[src/rtl/bcd_pkg.sv]
// Shared definitions for the BCD-to-binary converter.
//   ST_IDLE / ST_SHIFT / ST_DONE : 2-bit FSM state encoding
//   BCD_DIGIT_W, BCD_MAX_DIGIT   : BCD digit geometry and largest legal digit
//   ADJ_THRESH / ADJ_SUB         : per-digit correction applied after each right shift
//   bin_width(ndigits)           : minimum binary width that holds 10^ndigits-1
package bcd_pkg;

    localparam logic [1:0] ST_IDLE  = 2'd0;
    localparam logic [1:0] ST_SHIFT = 2'd1;
    localparam logic [1:0] ST_DONE  = 2'd2;

    localparam int         BCD_DIGIT_W   = 4;
    localparam logic [3:0] BCD_MAX_DIGIT = 4'd9;
    localparam logic [3:0] ADJ_THRESH    = 4'd8;
    localparam logic [3:0] ADJ_SUB       = 4'd3;

    function automatic int bin_width(input int ndigits);
        longint max_val;
        int     w;
        max_val = 1;
        for (int i = 0; i < ndigits; i++) begin
            max_val = max_val * 10;
        end
        max_val = max_val - 1;
        w = 0;
        for (int i = 0; i < 40; i++) begin
            if ((64'd1 << i) <= max_val) begin
                w = i + 1;
            end
        end
        return w;
    endfunction

endpackage

[src/rtl/bcd_digit_adj.sv]
// Single-digit correction for shift-and-subtract-3 conversion.
//   din  : 4-bit digit after the right shift
//   dout : din - 3 when din >= 8, otherwise din unchanged
module bcd_digit_adj
    import bcd_pkg::*;
(
    input  logic [3:0] din,
    output logic [3:0] dout
);

    always_comb begin
        dout = (din >= ADJ_THRESH) ? (din - ADJ_SUB) : din;
    end

endmodule

[src/rtl/bcd_to_bin_conv.sv]
// Packed BCD to unsigned binary converter, one result bit per clock.
//   clk, rst_n           : clock, synchronous active-low reset
//   in_valid / in_ready  : input handshake, in_bcd sampled on accept only
//   in_bcd               : NDIGITS packed BCD digits, digit 0 in bits [3:0]
//   out_valid / out_ready: output handshake, result held until taken
//   out_bin              : binary result (0 when out_err)
//   out_err              : some input digit was above 9
//   busy                 : conversion in progress
//
// state    | meaning
// ---------+-----------------------------------------------------------
// ST_IDLE  | waiting for input, in_ready=1
// ST_SHIFT | shifting one bit per cycle, BIN_W shifts then DONE
// ST_DONE  | result presented, waiting for out_ready
module bcd_to_bin_conv
    import bcd_pkg::*;
#(
    parameter int NDIGITS = 4,
    parameter int BIN_W   = 14
) (
    input  logic                           clk,
    input  logic                           rst_n,
    input  logic                           in_valid,
    output logic                           in_ready,
    input  logic [BCD_DIGIT_W*NDIGITS-1:0] in_bcd,
    output logic                           out_valid,
    input  logic                           out_ready,
    output logic [BIN_W-1:0]               out_bin,
    output logic                           out_err,
    output logic                           busy
);

    localparam int BCD_W = BCD_DIGIT_W * NDIGITS;
    localparam int CNT_W = $clog2(BIN_W + 1);

    if (NDIGITS < 1 || NDIGITS > 9) begin : g_bad_ndigits
        $error("bcd_to_bin_conv: NDIGITS must be in 1..9");
    end
    if (BIN_W < bin_width(NDIGITS)) begin : g_bad_bin_w
        $error("bcd_to_bin_conv: BIN_W too narrow for NDIGITS");
    end

    logic [1:0]       state;
    logic [1:0]       state_nxt;
    logic [BCD_W-1:0] bcd_reg;
    logic [BCD_W-1:0] bcd_shr;
    logic [BCD_W-1:0] bcd_adj;
    logic [BIN_W-1:0] bin_reg;
    logic             err_reg;
    logic [CNT_W-1:0] count;
    logic             in_err;
    logic             shift_done;

    assign bcd_shr    = bcd_reg >> 1;
    assign shift_done = (count == CNT_W'(BIN_W - 1));

    for (genvar g = 0; g < NDIGITS; g++) begin : g_adj
        bcd_digit_adj u_adj (
            .din  (bcd_shr[g*BCD_DIGIT_W +: BCD_DIGIT_W]),
            .dout (bcd_adj[g*BCD_DIGIT_W +: BCD_DIGIT_W])
        );
    end

    always_comb begin
        in_err = 1'b0;
        for (int i = 0; i < NDIGITS; i++) begin
            if (in_bcd[i*BCD_DIGIT_W +: BCD_DIGIT_W] > BCD_MAX_DIGIT) begin
                in_err = 1'b1;
            end
        end
    end

    // state register
    always_ff @(posedge clk) begin
        if (!rst_n) begin
            state <= ST_IDLE;
        end else begin
            state <= state_nxt;
        end
    end

    // next-state logic
    always_comb begin
        state_nxt = state;
        case (state)
            ST_IDLE: begin
                if (in_valid) begin
                    state_nxt = in_err ? ST_DONE : ST_SHIFT;
                end
            end
            ST_SHIFT: begin
                if (shift_done) begin
                    state_nxt = ST_DONE;
                end
            end
            ST_DONE: begin
                if (out_ready) begin
                    state_nxt = ST_IDLE;
                end
            end
            default: state_nxt = ST_IDLE;
        endcase
    end

    // datapath: shift registers and bit counter
    always_ff @(posedge clk) begin
        if (!rst_n) begin
            bcd_reg <= '0;
            bin_reg <= '0;
            err_reg <= 1'b0;
            count   <= '0;
        end else begin
            case (state)
                ST_IDLE: begin
                    if (in_valid) begin
                        bcd_reg <= in_bcd;
                        bin_reg <= '0;
                        err_reg <= in_err;
                        count   <= '0;
                    end
                end
                ST_SHIFT: begin
                    bin_reg <= {bcd_reg[0], bin_reg[BIN_W-1:1]};
                    bcd_reg <= bcd_adj;
                    count   <= count + CNT_W'(1);
                end
                ST_DONE: begin
                    // every BCD bit must have migrated into bin_reg by now
                    assert (err_reg || bcd_reg == '0);
                end
                default: begin
                end
            endcase
        end
    end

    // outputs; the result is gated so partial values never leave the block
    always_comb begin
        in_ready  = (state == ST_IDLE);
        busy      = (state == ST_SHIFT);
        out_valid = (state == ST_DONE);
        out_err   = out_valid && err_reg;
        out_bin   = (out_valid && !err_reg) ? bin_reg : '0;
    end

endmodule
[config.mk]
export PLATFORM = sky130hd
export DESIGN_NAME = bcd_to_bin_conv
export DESIGN_NICKNAME = d
export VERILOG_FILES = /design/src/rtl/bcd_pkg.sv /design/src/rtl/bcd_digit_adj.sv /design/src/rtl/bcd_to_bin_conv.sv
export SDC_FILE = /design/constraint.sdc
export NUM_CORES = 1
export LEC_CHECK = 0
export ABC_AREA = 1
export CORE_MARGIN = 2
export CORE_UTILIZATION = 51
export DETAILED_ROUTE_END_ITERATION = 8
export GPL_TIMING_DRIVEN = 0
export PLACE_DENSITY_LB_ADDON = 0.3
export SLEW_MARGIN = 20
export SYNTH_ARGS = -nofsm -noshare
export SYNTH_HDL_FRONTEND = slang
export SYNTH_SLANG_ARGS = --single-unit
[constraint.sdc]
create_clock -name clk -period 1.3 [get_ports clk]
set_input_delay 0.325 -clock clk [delete_from_list [all_inputs] [get_ports clk]]
set_output_delay 0.325 -clock clk [all_outputs]
set_load 0.02 [all_outputs]
==> flow_summary.yaml, run 1 <==
# yosys + openroad results
placement:
  dp.cells: 371
  dp_slack_ns: -0.561
  gp_congestion: 0.906
logic_synthesis:
  syn_inst: 286
  simple_gate_area_frac: 0.222
  adder_share: 0.0514
  syn-num-nets: 314
  async_flop_share: 0
  edf_count: 0
  yosys-top-cells-count: "nand2_1, inv_1, a21oi_1"
  ys_warn_count: 0
  synth.cell_area_mm2: 0.00195
detailed_routing:
  drtIter0Drc: 134
  drc_errors: 0
  viasPerCell: 5.20
cells_and_area:
  drive_gt1_frac: 0.214
  largest_reg_flops: 16
  nMultiInputCombCells: 191
  inv_count: 46
  largest_class: "logic gates"
  nets: 368
floorplan:
  die-width_um: 65.8
  die-area_mm2: 0.00433
  coreArea_mm2: 0.00366
  fp_util: 0.532
power:
  p_comb_frac: 0.235
  internal_power_w: 0.00184
  switchingPower_w: 0.000768
  ir_drop_mv: 0.762
  p_leak_nw: 1.05
  p_clk_frac: 0.289
worst_hold_path:
  hp-class: "in2reg"
  min_to: "bcd_reg[12]$_SDFFE_PN0P_"
final_timing:
  setup_slack_ns: -0.373
  fin_skew_ns: 0.00687
  timing.slew.headroom: 0.796
  min_period_ns: 1.67
  rsz0062_at_grt: "yes"
  fin_hold_ws_ns: 0.417
  setup_viol: 18
worst_setup_path:
  cp-start-kind: "flop"
  slowest_stage: "dfxtp_2"
  r2r-end: "bcd_reg[6]$_SDFFE_PN0P_"
  max_stage_delay_ns: 0.37
  worstSetupEndpoint: "out_bin[13]"
  r2r_setup_slack_ns: 0
  cp.required_ns: 0.98
  worstPathCellList: "clkinv_4 -> nor2_4 -> nand2_4 -> buf_12 -> nor2_4 -> buf_6"
  crit_path_start: "state[1]$_SDFFE_PN0P_"
outcome:
  outcome: "finished, violations left"
  violations: "negative setup slack"
clock_tree:
  clock_sinks: 37
  cts-root-buf: "clkbuf_8"
  cts-buffers-inserted: 5
  path_clk_slew_ns: 0.07
  cts_resized: 114
global_route:
  grt_pass1_wl_mm: 8.02
  grt_max_degree: 11
  grt_pass1_vias: 1750
  grt-ovfl-total: 0
flow_run:
  warning_count: 36
run_1/logic_types.png
Scale: 4 px per um.
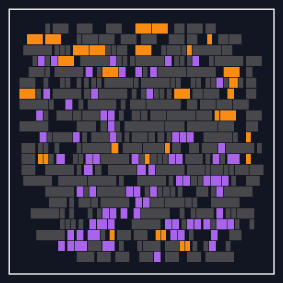
[orange] NOR gates | cells: 30 | where: all over the die
[purple] inverting AOI/OAI gates | cells: 76
Non-Filler Instances: 389
most frequent logic cell in the layout: nand2_1
combinational share of cell area: 0.393

run_1/clk_routes.png
Scale: 4 px per um.
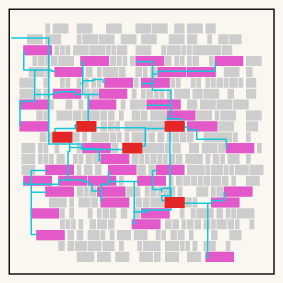
[cyan] clock wires | length: 425 um
[magenta] flip-flops | count: 37
[red] clock drivers | count: 5
routed clock nets: 6

run_1/wires.png
Scale: 8 px per um.
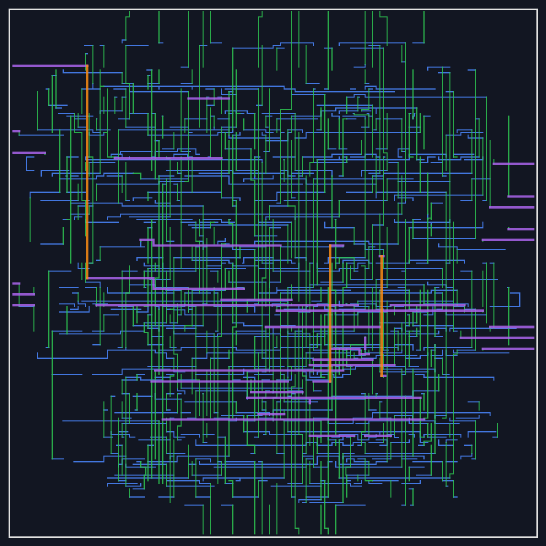
[purple] metal 3 | wire length: 354 um
[orange] metal 4 | wire length: 58.5 um
[green] metal 2 | wire length: 2,520 um
[blue] metal 1 | wire length: 2,260 um
via count: 2,022
DR WL/cell: 13.3 um
GRT Util Overall: 0.245
DRT Wirelength: 5.19 mm

run_1/power_grid.png
Scale: 6 px per um. Pins as bars on the die edge.
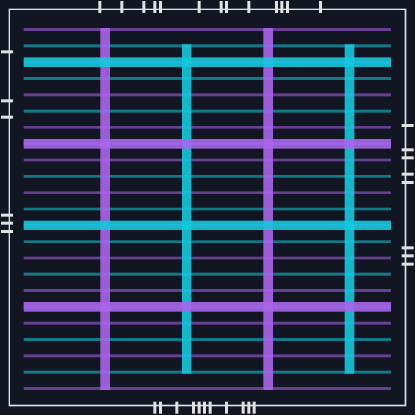
[purple] VSS
[cyan] VDD
met1 rails: 23
met5 straps: 4
signal pins: 38

## Run 2: what changed since run 1
--- a/config.mk
+++ b/config.mk
@@ -10,6 +10,7 @@
 export CORE_UTILIZATION = 51
 export DETAILED_ROUTE_END_ITERATION = 8
 export GPL_TIMING_DRIVEN = 0
+export MAX_ROUTING_LAYER = met4
 export PLACE_DENSITY_LB_ADDON = 0.3
 export SLEW_MARGIN = 20
 export SYNTH_ARGS = -nofsm -noshare
run_2/clk_routes.png
Scale: 4 px per um.
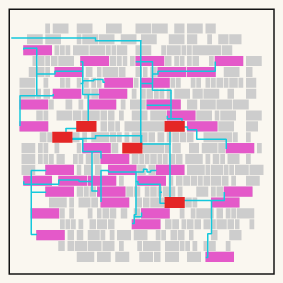
[cyan] clock wires | length: 428 um
[magenta] flip-flops | count: 37
[red] clock drivers | count: 5
routed clock nets: 6
skew final: 0.00534 ns
Late-Pin Clk Latency: 0.28 ns
power share of the clock group: 0.289
Clock Power: 0.000753 W

run_2/clocks.png
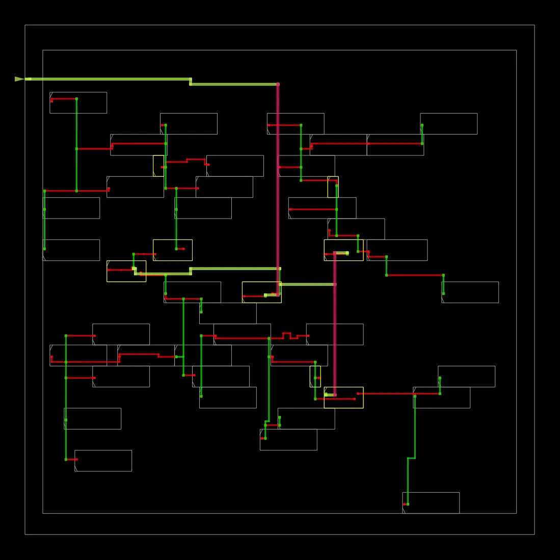
CTS Buf Count: 5
clock sinks: 37

==> flow_summary.yaml, run 2 <==
# yosys + openroad results
cells_and_area:
  largest_reg_flops: 16
  largest_class: "logic gates"
  inv_count: 46
  nets: 368
  fin_cells: 389
  comb_share: 0.393
  nMultiInputCombCells: 191
  design_area_mm2: 0.00275
  layout_top_cell: "nand2_1"
  drive_gt1_frac: 0.214
worst_hold_path:
  hp-class: "in2reg"
  holdPathStages: 3
  min_to: "bcd_reg[12]$_SDFFE_PN0P_"
logic_synthesis:
  ys_warn_count: 0
  simple_gate_area_frac: 0.222
  syn_inst: 286
  syn-num-nets: 314
  yosys-top-cells-count: "nand2_1, inv_1, a21oi_1"
  synth.cell_area_mm2: 0.00195
  edf_count: 0
  adder_share: 0.0514
  async_flop_share: 0
  synthFlopType: "dfxtp_1"
worst_setup_path:
  worstSetupEndpoint: "out_bin[13]"
  r2r_setup_slack_ns: 0.01
  r2r-end: "bcd_reg[6]$_SDFFE_PN0P_"
  critPathMostFrequentCell: "nor2_4"
  crit_path_start: "state[1]$_SDFFE_PN0P_"
  slowest_stage: "dfxtp_2"
  max_stage_delay_ns: 0.37
  cp-start-kind: "flop"
  cp.required_ns: 0.98
  cp.depth: 6
final_timing:
  fin_crit_sh: 1.29
  timing.slew.headroom: 0.821
  fin_hold_ws_ns: 0.423
  rsz0062_at_grt: "yes"
  min_period_ns: 1.68
  setup_viol: 18
  setup_slack_ns: -0.377
global_route:
  grt-ovfl-total: 0
  grt_max_degree: 11
  grt_pass1_wl_mm: 8.00
  grt_usage: 0.251
  grt_antenna_before_repair: 0
  grt_pass1_vias: 1748
detailed_routing:
  vias: 2030
  viasPerCell: 5.22
  wl_per_cell_um: 13.2
  drtIter0Drc: 167
  routed_wl_mm: 5.13
power:
  internal_power_w: 0.00184
  switchingPower_w: 0.000766
  ir_drop_mv: 0.766
  p_comb_frac: 0.235
  pg_comb_w: 0.000612
floorplan:
  coreArea_mm2: 0.00366
  fp_util: 0.532
  die-width_um: 65.8
  die-area_mm2: 0.00433
  die_y_um: 65.8
placement:
  gp_congestion: 0.922
  place_hpwl_mm: 3.41
  dp.cells: 371
flow_run:
  warning_count: 36
clock_tree:
  cts-root-buf: "clkbuf_8"
  ctsHoldBuffers: 0
  path_clk_slew_ns: 0.07
outcome:
  outcome: "finished, violations left"
  violations: "negative setup slack"
## Run 3: what changed since run 2
--- a/config.mk
+++ b/config.mk
@@ -12,6 +12,8 @@
 export GPL_TIMING_DRIVEN = 0
 export MAX_ROUTING_LAYER = met4
 export PLACE_DENSITY_LB_ADDON = 0.3
+export REMOVE_ABC_BUFFERS = 1
+export SKIP_CTS_REPAIR_TIMING = 1
 export SLEW_MARGIN = 20
 export SYNTH_ARGS = -nofsm -noshare
 export SYNTH_HDL_FRONTEND = slang
run_3/clk_routes.png
Scale: 4 px per um.
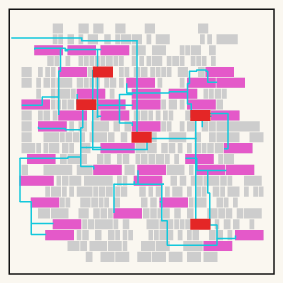
[cyan] clock wires | length: 490 um
[magenta] flip-flops | count: 37
[red] clock drivers | count: 5
routed clock nets: 6

run_3/power_grid.png
Scale: 6 px per um. Pins as bars on the die edge.
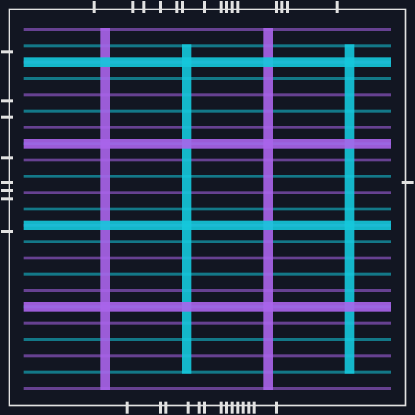
area of the core: 0.00366 mm^2
die height: 65.8 um
worst vdd ir: 0.702 mV

==> flow_summary.yaml, run 3 <==
# yosys + openroad results
detailed_routing:
  wl_per_cell_um: 13.0
  viasPerCell: 5.07
  vias: 1906
  routed_wl_mm: 4.90
  drtIter0Drc: 151
clock_tree:
  cts-root-buf: "clkbuf_8"
  clkLatencyLatePin_ns: 0.30
  clock_sinks: 37
worst_setup_path:
  r2r_setup_slack_ns: 0.06
  worstSetupEndpoint: "out_bin[11]"
  cp-start-kind: "flop"
  r2r-end: "count[2]$_SDFFE_PN0P_"
  max_stage_delay_ns: 0.40
  cp.depth: 4
  worstPathCellList: "nor2_4 -> nand2_4 -> nor2_1 -> buf_4"
  slowest_stage: "dfxtp_4"
  crit_path_start: "state[0]$_SDFFE_PN0P_"
placement:
  place_hpwl_mm: 2.91
  dp.cells: 359
  dp_slack_ns: -0.794
  gp_congestion: 0.834
global_route:
  grt_max_degree: 29
  grt_usage: 0.220
  grt_pass1_vias: 1649
  grt_antenna_before_repair: 0
  grt_pass1_wl_mm: 7.16
logic_synthesis:
  edf_count: 0
  yosys-top-cells-count: "nand2_1, inv_1, a21oi_1"
  synth.cell_area_mm2: 0.00195
  synthFlopType: "dfxtp_1"
  simple_gate_area_frac: 0.222
  ys_warn_count: 0
  async_flop_share: 0
  adder_share: 0.0514
final_timing:
  setup_slack_ns: -0.303
  setup_viol: 18
  fin_hold_ws_ns: 0.467
  rsz0062_at_grt: "yes"
  min_period_ns: 1.60
  fin_crit_sh: 1.23
  fin_skew_ns: 0.0103
worst_hold_path:
  holdPathStages: 2
  min_to: "bin_reg[13]$_SDFFE_PN0P_"
  hp-class: "reg2reg"
cells_and_area:
  drive_gt1_frac: 0.159
  largest_reg_flops: 16
  layout_top_cell: "nand2_1"
  nets: 355
  largest_class: "logic gates"
  inv_count: 47
  fin_cells: 376
  design_area_mm2: 0.00253
  comb_share: 0.400
  nMultiInputCombCells: 192
floorplan:
  die-area_mm2: 0.00433
  fp_util: 0.532
flow_run:
  warning_count: 33
power:
  pg_comb_w: 0.000504
  pg_clk_w: 0.000897
  p_comb_frac: 0.191
  internal_power_w: 0.00186
  p_leak_nw: 0.976
  switchingPower_w: 0.000777
  p_clk_frac: 0.340
outcome:
  outcome: "finished, violations left"
  violations: "negative setup slack"
Power is estimated from default activity; no workload was simulated.
